--- src/rtl/sevenseg_pkg.sv ---
`default_nettype none
// ============================================================================
// Module      : sevenseg_pkg
// Description : Shared constants and helpers for the iomem seven-segment
//               controller: register offsets (iomem_addr[3:2]), CTRL bit
//               positions and the hex-to-segment encoder.
// Revision    : 1.0 - initial release
// ============================================================================
package sevenseg_pkg;

    // Register offsets, taken from iomem_addr[3:2]
    localparam logic [1:0] OFF_DATA   = 2'd0;
    localparam logic [1:0] OFF_CTRL   = 2'd1;
    localparam logic [1:0] OFF_RAW    = 2'd2;
    localparam logic [1:0] OFF_STATUS = 2'd3;

    // CTRL register layout
    localparam int CTRL_EN_LSB  = 0;   // [3:0] per-digit enable
    localparam int CTRL_DP_LSB  = 4;   // [7:4] per-digit decimal point
    localparam int CTRL_RAW_BIT = 8;   // [8]   raw segment mode
    localparam int CTRL_WIDTH   = 9;

    // Active-high segment pattern, bit order gfedcba
    function automatic logic [6:0] hex7(input logic [3:0] v);
        logic [6:0] s;
        case (v)
            4'h0:    s = 7'h3F;
            4'h1:    s = 7'h06;
            4'h2:    s = 7'h5B;
            4'h3:    s = 7'h4F;
            4'h4:    s = 7'h66;
            4'h5:    s = 7'h6D;
            4'h6:    s = 7'h7D;
            4'h7:    s = 7'h07;
            4'h8:    s = 7'h7F;
            4'h9:    s = 7'h6F;
            4'hA:    s = 7'h77;
            4'hB:    s = 7'h7C;
            4'hC:    s = 7'h39;
            4'hD:    s = 7'h5E;
            4'hE:    s = 7'h79;
            default: s = 7'h71;
        endcase
        return s;
    endfunction

endpackage
`default_nettype wire

--- src/rtl/sevenseg_scan.sv ---
`default_nettype none
// ============================================================================
// Module      : sevenseg_scan
// Description : Digit scan timebase. A prescaler counts 0..DIV-1; on its last
//               count the digit index advances 0->1->2->3->0. o_frame_tick
//               marks the tick that wraps the index from 3 back to 0.
// Ports       : clk          - clock, rising edge
//               rst          - synchronous active-high reset
//               o_index      - current digit index
//               o_frame_tick - one-cycle pulse on the last digit's tick
// Revision    : 1.0 - initial release
// ============================================================================
module sevenseg_scan #(
    parameter int DIV = 12500
) (
    input  logic       clk,
    input  logic       rst,
    output logic [1:0] o_index,
    output logic       o_frame_tick
);

    localparam int              c_PW   = (DIV > 2) ? $clog2(DIV) : 1;
    localparam logic [c_PW-1:0] c_LAST = c_PW'(DIV - 1);

    logic [c_PW-1:0] r_presc;
    logic [1:0]      r_index;
    logic            w_tick;

    assign w_tick       = (r_presc == c_LAST);
    assign o_index      = r_index;
    assign o_frame_tick = w_tick && (r_index == 2'd3);

    always_ff @(posedge clk) begin
        if (rst) begin
            r_presc <= '0;
            r_index <= 2'd0;
        end else if (w_tick) begin
            r_presc <= '0;
            r_index <= r_index + 2'd1;
        end else begin
            r_presc <= r_presc + 1'b1;
        end
    end

endmodule
`default_nettype wire

--- src/rtl/iomem_sevenseg.sv ---
`default_nettype none
// ============================================================================
// Module      : iomem_sevenseg
// Description : PicoSoC iomem slave driving a 4-digit common-anode seven-
//               segment display. Holds DATA/CTRL/RAW registers plus a
//               read-only STATUS word, and time-multiplexes the digits.
// Ports       : clk, reset               - clock / synchronous active-high reset
//               iomem_valid/ready        - request / one-cycle acknowledge
//               iomem_wstrb/addr/wdata   - byte strobes (0 = read), address,
//                                          write data
//               iomem_rdata              - read data, valid with iomem_ready
//               seg/dp/an                - active-low display pins
// Revision    : 1.0 - initial release
// ============================================================================
module iomem_sevenseg
    import sevenseg_pkg::*;
#(
    parameter int         CLK_FREQ_HZ = 50000000,
    parameter int         REFRESH_HZ  = 1000,
    parameter logic [7:0] ADDR_BASE   = 8'h04
) (
    input  logic        clk,
    input  logic        reset,
    input  logic        iomem_valid,
    output logic        iomem_ready,
    input  logic [3:0]  iomem_wstrb,
    input  logic [31:0] iomem_addr,
    input  logic [31:0] iomem_wdata,
    output logic [31:0] iomem_rdata,
    output logic [6:0]  seg,
    output logic        dp,
    output logic [3:0]  an
);

    // Cycles each digit stays lit; must be at least 2.
    localparam int c_DIV = CLK_FREQ_HZ / (4 * REFRESH_HZ);

    logic                  r_ready;
    logic [31:0]           r_rdata;
    logic [15:0]           r_data;
    logic [CTRL_WIDTH-1:0] r_ctrl;
    logic [27:0]           r_raw;
    logic                  r_frame;
    logic [6:0]            r_seg;
    logic                  r_dp;
    logic [3:0]            r_an;

    logic [1:0]  w_index;
    logic        w_frame_tick;
    logic        w_sel;
    logic        w_rd;
    logic [1:0]  w_off;
    logic [31:0] w_rdval;

    sevenseg_scan #(
        .DIV (c_DIV)
    ) u_scan (
        .clk          (clk),
        .rst          (reset),
        .o_index      (w_index),
        .o_frame_tick (w_frame_tick)
    );

    // The !r_ready term forces a one-cycle gap so a held valid is not
    // acknowledged twice.
    assign w_sel = iomem_valid && !r_ready && (iomem_addr[31:24] == ADDR_BASE);
    assign w_rd  = (iomem_wstrb == 4'b0000);
    assign w_off = iomem_addr[3:2];

    // Remaining address and data bits have no meaning in this block.
    logic w_unused_ok;
    assign w_unused_ok = &{1'b0, iomem_addr[23:4], iomem_addr[1:0], iomem_wdata[31:28]};

    always_comb begin
        w_rdval = 32'h0;
        case (w_off)
            OFF_DATA:   w_rdval = {16'h0, r_data};
            OFF_CTRL:   w_rdval = {{(32-CTRL_WIDTH){1'b0}}, r_ctrl};
            OFF_RAW:    w_rdval = {4'h0, r_raw};
            default:    w_rdval = {29'h0, r_frame, w_index};
        endcase
    end

    // ------------------------------------------------------------------
    // Bus handshake and register file
    // ------------------------------------------------------------------
    always_ff @(posedge clk) begin
        if (reset) begin
            r_ready <= 1'b0;
            r_rdata <= 32'h0;
            r_data  <= 16'h0;
            r_ctrl  <= '0;
            r_raw   <= 28'h0;
            r_frame <= 1'b0;
        end else begin
            r_ready <= w_sel;
            r_rdata <= w_sel ? w_rdval : 32'h0;

            if (w_sel) begin
                case (w_off)
                    OFF_DATA: begin
                        if (iomem_wstrb[0]) r_data[7:0]  <= iomem_wdata[7:0];
                        if (iomem_wstrb[1]) r_data[15:8] <= iomem_wdata[15:8];
                    end
                    OFF_CTRL: begin
                        if (iomem_wstrb[0]) r_ctrl[7:0]          <= iomem_wdata[7:0];
                        if (iomem_wstrb[1]) r_ctrl[CTRL_RAW_BIT] <= iomem_wdata[CTRL_RAW_BIT];
                    end
                    OFF_RAW: begin
                        if (iomem_wstrb[0]) r_raw[7:0]   <= iomem_wdata[7:0];
                        if (iomem_wstrb[1]) r_raw[15:8]  <= iomem_wdata[15:8];
                        if (iomem_wstrb[2]) r_raw[23:16] <= iomem_wdata[23:16];
                        if (iomem_wstrb[3]) r_raw[27:24] <= iomem_wdata[27:24];
                    end
                    default: ; // STATUS is read-only
                endcase
            end

            // A frame completing in the same cycle as a STATUS read wins.
            if (w_frame_tick) begin
                r_frame <= 1'b1;
            end else if (w_sel && w_rd && (w_off == OFF_STATUS)) begin
                r_frame <= 1'b0;
            end
        end
    end

    // ------------------------------------------------------------------
    // Output stage: registered from the current index and registers
    // ------------------------------------------------------------------
    logic [3:0] w_nib;
    logic [6:0] w_raw7;
    logic       w_en;
    logic       w_dp_on;
    logic [3:0] w_en_v;
    logic [3:0] w_dp_v;
    logic [6:0] w_seg_n;
    logic [3:0] w_an_n;

    assign w_en_v  = r_ctrl[CTRL_EN_LSB +: 4];
    assign w_dp_v  = r_ctrl[CTRL_DP_LSB +: 4];
    assign w_en    = w_en_v[w_index];
    assign w_dp_on = w_dp_v[w_index];

    always_comb begin
        w_nib  = 4'h0;
        w_raw7 = 7'h00;
        case (w_index)
            2'd0: begin w_nib = r_data[3:0];   w_raw7 = r_raw[6:0];   end
            2'd1: begin w_nib = r_data[7:4];   w_raw7 = r_raw[13:7];  end
            2'd2: begin w_nib = r_data[11:8];  w_raw7 = r_raw[20:14]; end
            default: begin w_nib = r_data[15:12]; w_raw7 = r_raw[27:21]; end
        endcase

        if (!w_en) begin
            w_seg_n = 7'h7F;
        end else if (r_ctrl[CTRL_RAW_BIT]) begin
            w_seg_n = ~w_raw7;
        end else begin
            w_seg_n = ~hex7(w_nib);
        end

        w_an_n          = 4'hF;
        w_an_n[w_index] = ~w_en;
    end

    always_ff @(posedge clk) begin
        if (reset) begin
            r_an  <= 4'hF;
            r_seg <= 7'h7F;
            r_dp  <= 1'b1;
        end else begin
            r_an  <= w_an_n;
            r_seg <= w_seg_n;
            r_dp  <= ~(w_dp_on & w_en);
        end
    end

    assign iomem_ready = r_ready;
    assign iomem_rdata = r_rdata;
    assign seg         = r_seg;
    assign dp          = r_dp;
    assign an          = r_an;

endmodule
`default_nettype wire

--- config.mk ---
export PLATFORM = sky130hd
export DESIGN_NAME = iomem_sevenseg
export DESIGN_NICKNAME = d
export VERILOG_FILES = /design/src/rtl/sevenseg_pkg.sv /design/src/rtl/sevenseg_scan.sv /design/src/rtl/iomem_sevenseg.sv
export SDC_FILE = /design/constraint.sdc
export NUM_CORES = 1
export LEC_CHECK = 0
export CAP_MARGIN = 10
export CORE_MARGIN = 5
export CORE_UTILIZATION = 54
export CTS_BUF_LIST = sky130_fd_sc_hd__clkbuf_8 sky130_fd_sc_hd__clkbuf_16
export DETAILED_ROUTE_END_ITERATION = 10
export GPL_TIMING_DRIVEN = 0
export PLACE_DENSITY = 0.86
export SLEW_MARGIN = 40
export SYNTH_ARGS = -nofsm -noshare
export SYNTH_HDL_FRONTEND = slang
export SYNTH_HIERARCHICAL = 1
export SYNTH_SLANG_ARGS = --single-unit
export TNS_END_PERCENT = 20
--- constraint.sdc ---
create_clock -name clk -period 3.81 [get_ports clk]
set_input_delay 0.381 -clock clk [delete_from_list [all_inputs] [get_ports clk]]
set_output_delay 0.381 -clock clk [all_outputs]
set_load 0.005 [all_outputs]
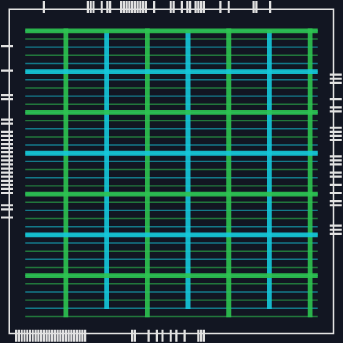
(run_1/floorplan.png)
Scale: 3 px per µm. Pins as bars on the die edge.
Key: green = VSS; cyan = VDD
7 straps on met5. 36 met1 rails follow the rows. 7 straps on met4. 116 signal pins sit on the boundary. The core has 35 rows.

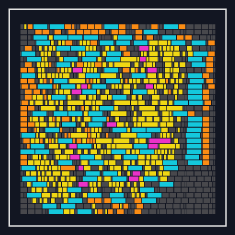
(run_1/class_map.png)
Scale: 2 px per µm. Fill, decap, tap and diode cells in grey.
Key: yellow = remaining logic cells [cells 380, share of their area 44%]; orange = remaining buffers and delay cells [cells 122, share of their area 17%]; cyan = registers [cells 111, share of their area 36%]; magenta = clock drivers and dummy loads [cells 16, share of their area 3.4%]

==> run summary, run 1 <==
flow finished, numbers: Top area cell types dfxtp_1 (43%), mux2i_1 (8.4%), mux4_2 (7.4%), CP startpoint u_scan/o_index[0], Tightest Hold Check Type primary input to flop, remaining routing DRC violations 0, Tcrit/Tclk final 73.7%, slew margin rel. 46.8%, Post-Synth Adder-Cell Area 2.19%, total gr overflow 0, flop share of the area 35.0%, Worst R2R Start u_scan/o_index[0], area leader, netlist dfxtp_1, Dominant combinational family simple AND/OR/NAND/NOR gates, die area 11,600 µm², fillers 768, Worst-path clk slew 0.11 ns, Reg area 2220 µm², layout cells sized above 1 11.6%, CTS Buf Count 9, final slew viol count 0, Clock Skews 0.00836 ns, synthesis area per yosys 5140 µm², mi-comb count 365, Area growth, synth to finish 23.5%, placed insts 742, vias in the first global route 4,272, CLK BUF 9, Die Ht 108 µm, Cell Pwr Density 321 nW/µm², Clock Sinks 111, Pwr Total 2.04 mW, flop-to-flop setup slack 1.00 ns, CTS tree yes, instance count of the mapped netlist 528, tool warning count 58, initial antenna violation count 0, Hold WS 0.427 ns, fin nets 704, Critical Path Source Type flop, Max-Cap Viols 0, Synth async-reset ratio 0%, Non-clock buffers 122, largest net degree at the start of global routing 21, LEAKAGE 2.21 nW, Synth cell types 53, Worst Setup End Kind flop, DR vias/cell 5.66, Place WS 1.03 ns, Non-clock buffer share 16.1%, Hold EP r_raw[17], largest class logic gates, Iter 0 DRT Violations 339, Gate Area 2670 µm², PostCTS Resize Cnt 0, Yosys Instances 528, post-CTS setup buffer count 0, via count 4,290, Mean Syn Cell Area 9.74 µm², tap cells 129, routed len/inst 17.9 µm, VDD IR max 0.227 mV, most frequent cells in the layout dfxtp_1 (111), clkdlybuf4s50_1 (82), mux2i_1 (43), Ant. Diodes 0, Root Buffer clkbuf_8, clk cell area share 3.35%, FMAX 0.356 GHz, synthesized area 5140 µm², setup TNS 0 ns, Placer Congestion 1.00, Top cell area share 43.2%, final wirelength 13,600 µm, yosys xor share 2.90%, post-synthesis mux area share 16.0%, DPL Wire Length 10,400 µm, Init Core Util 55.4%, Non-Filler Instances 758, post-route ant nets 0, RSZ-0062 raised after global routing false, family with the most delay on the worst path multiplexers, CP Buf/Inv Count 2, CTS HTree Levels 3, Comb/total area 42.1%, Fin. Hold Viols 0, FFs & Latches 111, status completed, critical path depth 8, top cells by count dfxtp_1 (111), mux2i_1 (43), nand2b_1 (41), Crit Reg-Reg Endpoint seg[3], Worst path slowest cell mux4_2, critical-path cell list buf_2, mux4_2, inv_1, ha_1, nand2_1, mux2_2, o2111a_1, o31ai_1, register share after synthesis 43.2%, first-pass GRT wire length 21,700 µm, Post-synth EDFFs 0, Die W 108 µm, most frequent logic cell in the layout dfxtp_1, hold_sp iomem_wstrb[2]
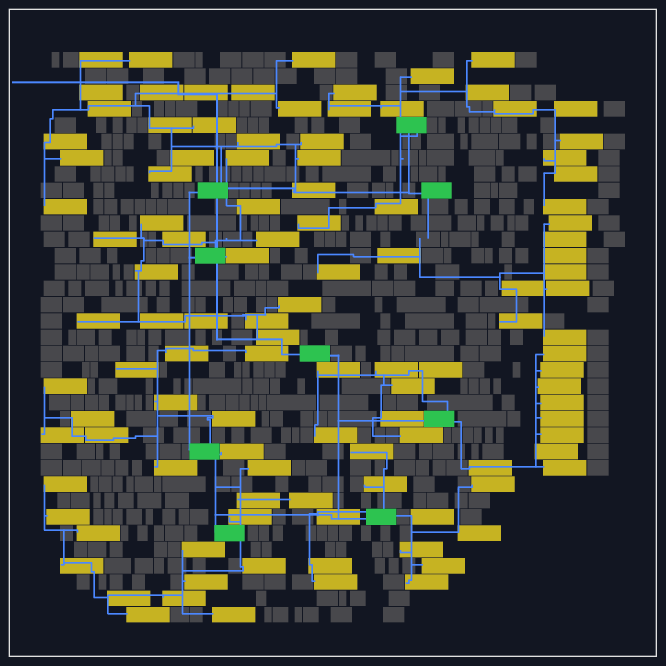
(run_1/clock_wires.png)
Scale: 6 px per µm.
Key: yellow = flip-flops [count 111]; green = clock-net drivers [count 9]; blue = clock wires [length 1,150 µm]
There are 10 routed clock nets.

run 1: report_power, final:
group / total, mW / switching (mW) / internal (mW)
combinational: 0.128 / 0.0625 / 0.0652
sequential: 1.17 / 0.00426 / 1.16
clock: 0.744 / 0.423 / 0.320
total: 2.04 / 0.490 / 1.55
run 1: worst min-delay path: stages:
cell and delay (ns):
clkbuf_1 0.20, nand3_1 0.14, a21oi_1 0.05
run 1: per-layer routing:
metal | global-route usage (%) | wire (µm) | vias to the layer above
li1 | - | - | 2032
met1 | 32.1 | 5590 | 2019
met2 | 37.8 | 6440 | 203
met3 | 5.28 | 1070 | 36
met4 | 10.5 | 443 | 0
met5 | 0 | 0 | -
--- run 2 (diff from run 1) ---
- CORE_UTILIZATION: 54 -> 50
- PLACE_DENSITY: 0.86 -> 0.8
- clock period: 3.81 -> 2.9 ns (I/O delays scaled with it)
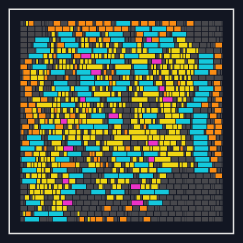
(run_2/class_map.png)
Scale: 2 px per µm. Fill, decap, tap and diode cells in grey.
Key: yellow = remaining logic cells [cells 380, share of their area 44%]; magenta = clock drivers and dummy loads [cells 16, share of their area 3.1%]; orange = remaining buffers and delay cells [cells 122, share of their area 17%]; cyan = registers [cells 111, share of their area 36%]

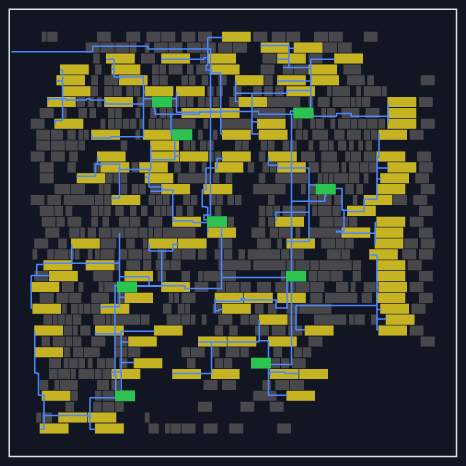
(run_2/clock_wires.png)
Scale: 4 px per µm.
Key: yellow = flip-flops [count 111]; green = clock-net drivers [count 9]; blue = clock wires [length 1,190 µm]
Position of the flops: widely spread. There are 10 routed clock nets.
clk latency late pin: 0.39 ns
clock network power: 0.892 mW
Clock Skews: 0.0195 ns

==> run 2 against run 1 <==
Total power grew 27%. Clock power rose by about 20%. Synthesized area stayed put. Wire length increased by 1.2%. Clock skew is 0.011 ns higher. Setup slack worse by 0.85 ns. First-iteration DRC count rose by 2.7%. Largest cell class unchanged.
==> run summary, run 2 <==
flow finished, numbers: Place WS 0.134 ns (-0.899 ns), Root Buffer clkbuf_8, RSZ-0062 raised after global routing false, Routed met1 length 5640 µm (+0.84%), synthesis area per yosys 5140 µm² (unchanged), clock power share 34.4% (-2.1 points), Placer Congestion 0.949 (-5.6%), Yosys Instances 528 (unchanged), Tcrit/Tclk final 94.7% (+21 points), CLK BUF 9 (unchanged), via count 4,364 (+1.7%), Synth cell types 53 (unchanged), fin nets 704 (unchanged), CTS HTree Levels 3 (unchanged), Top cell area share 43.2% (unchanged), sequential fraction of design power 59.1% (+1.9 points), fillers 902 (+17%), critical-path cell list clkbuf_4, mux4_2, inv_1, ha_1, nand2_1, mux2_2, o2111a_1, o31ai_1, Clock Sinks 111 (unchanged), FFs & Latches 111 (unchanged), WL met2 6590 µm (+2.4%), Pwr Total 2.59 mW (+27%), post-CTS setup buffer count 0 (unchanged), Fin. Hold Viols 0 (unchanged), area leader, netlist dfxtp_1, Cell Pwr Density 409 nW/µm² (+28%), DR vias/cell 5.70 (+0.79%), Reg area 2220 µm² (unchanged), Seq power 1.53 mW (+31%), layout cells sized above 1 11.6% (unchanged), Die Ht 111 µm (+3.6%), Gate Area 2670 µm² (unchanged), Ant. Diodes 0 (unchanged), Max-Cap Viols 0 (unchanged), Worst path slowest cell mux4_2, VDD IR max 0.257 mV (+13%), Top area cell types dfxtp_1 (43%), mux2i_1 (8.4%), mux4_2 (7.4%), vias in the first global route 4,224 (-1.1%), Non-clock buffers 122 (unchanged), family with the most delay on the worst path multiplexers, top cells by count dfxtp_1 (111), mux2i_1 (43), nand2b_1 (41), tap cells 136 (+5.4%), Critical Path Source Type flop, LEAKAGE 2.19 nW (-0.92%), tool warning count 58 (unchanged), GR Layer Usage met1 29.2% (-3.0 points), setup TNS 0 ns (unchanged), Top Layer Used met4, clk cell area share 2.98% (-0.37 points), initial antenna violation count 0 (unchanged), Tightest Hold Check Type primary input to flop, instance count of the mapped netlist 528 (unchanged), P_int 1.94 mW (+25%), register share after synthesis 43.2% (unchanged), flop share of the area 35.1% (+0.069 points), Iter 0 DRT Violations 348 (+2.7%), Comb. pwr 0.168 mW (+31%), PostCTS Resize Cnt 0 (unchanged), synthesized area 5140 µm² (unchanged), Area growth, synth to finish 23.2%, Worst Setup End Kind flop, sw power 0.652 mW (+33%), final wirelength 13,700 µm (+1.2%), Init Core Util 50.5% (-4.9 points), Non-Filler Instances 765 (+0.92%), Worst-path clk slew 0.12 ns (about the same), hold_sp iomem_wstrb[2], most frequent logic cell in the layout dfxtp_1, remaining routing DRC violations 0 (unchanged), Hold WS 0.362 ns (-0.0649 ns), largest class logic gates, mi-comb count 365 (unchanged), Synth async-reset ratio 0% (unchanged), global-route track usage on met2 36.2% (-1.6 points), total gr overflow 0 (unchanged), Net Sw Frac 25.1% (+1.1 points), global-route track usage on met3 5.00% (-0.28 points), Gate power share 6.5% (+0.2 points), final slew viol count 0 (unchanged), Non-clock buffer share 16.2% (+0.071 points), CP startpoint u_scan/o_index[0], routed len/inst 17.9 µm (+0.29%), CTS Buf Count 9 (unchanged), status completed, post-route ant nets 0 (unchanged), CP Buf/Inv Count 2 (unchanged), Post-synth EDFFs 0 (unchanged), slew margin rel. 51.3% (+4.5 points), Placeable Area 10,200 µm², wire length on met3 1170 µm (+8.8%), # IOs 116, Worst R2R Start u_scan/o_index[0], CTS tree yes, die area 12,400 µm² (+7.2%), Die W 111 µm (+3.6%), Pwr top sequential cells, placed insts 749 (+0.94%), most frequent cells in the layout dfxtp_1 (111), clkdlybuf4s50_1 (82), mux2i_1 (43)
## run 2: cell counts after synthesis
Identical to the previous run, type by type.
## run 2: worst min-delay path, cell delays in order
cell      delay [ns]
clkbuf_1        0.23
nand3_1         0.15
a21oi_1         0.05
## run 2: final timing paths
kind / depth (start not counted) / slack (ns) / to
worst max-delay path: 8 / 0.16 / seg[3]
worst min-delay path: 3 / 0.36 / r_raw[22]
worst max register to register: 8 / 0.16 / seg[3]
worst min register to register: 2 / 0.50 / r_raw[25]
## run 2: cell families (layout without fill, tap and decap cells)
family	count (synthesis)	after routing	share of synthesized area [%]
DFF	111	111	43.2
xor gates and xnor gates	17	17	2.90
AOI/OAI and AO/OA	84	84	8.95
and+or+nand+nor	190	190	21.6
other	1	4	0.0729
muxes	61	61	16.0
adders and majority gates	9	9	2.19
buffers and inverters	55	153	5.04
Power figures rest on the tool's default switching activity, not on a simulated workload.
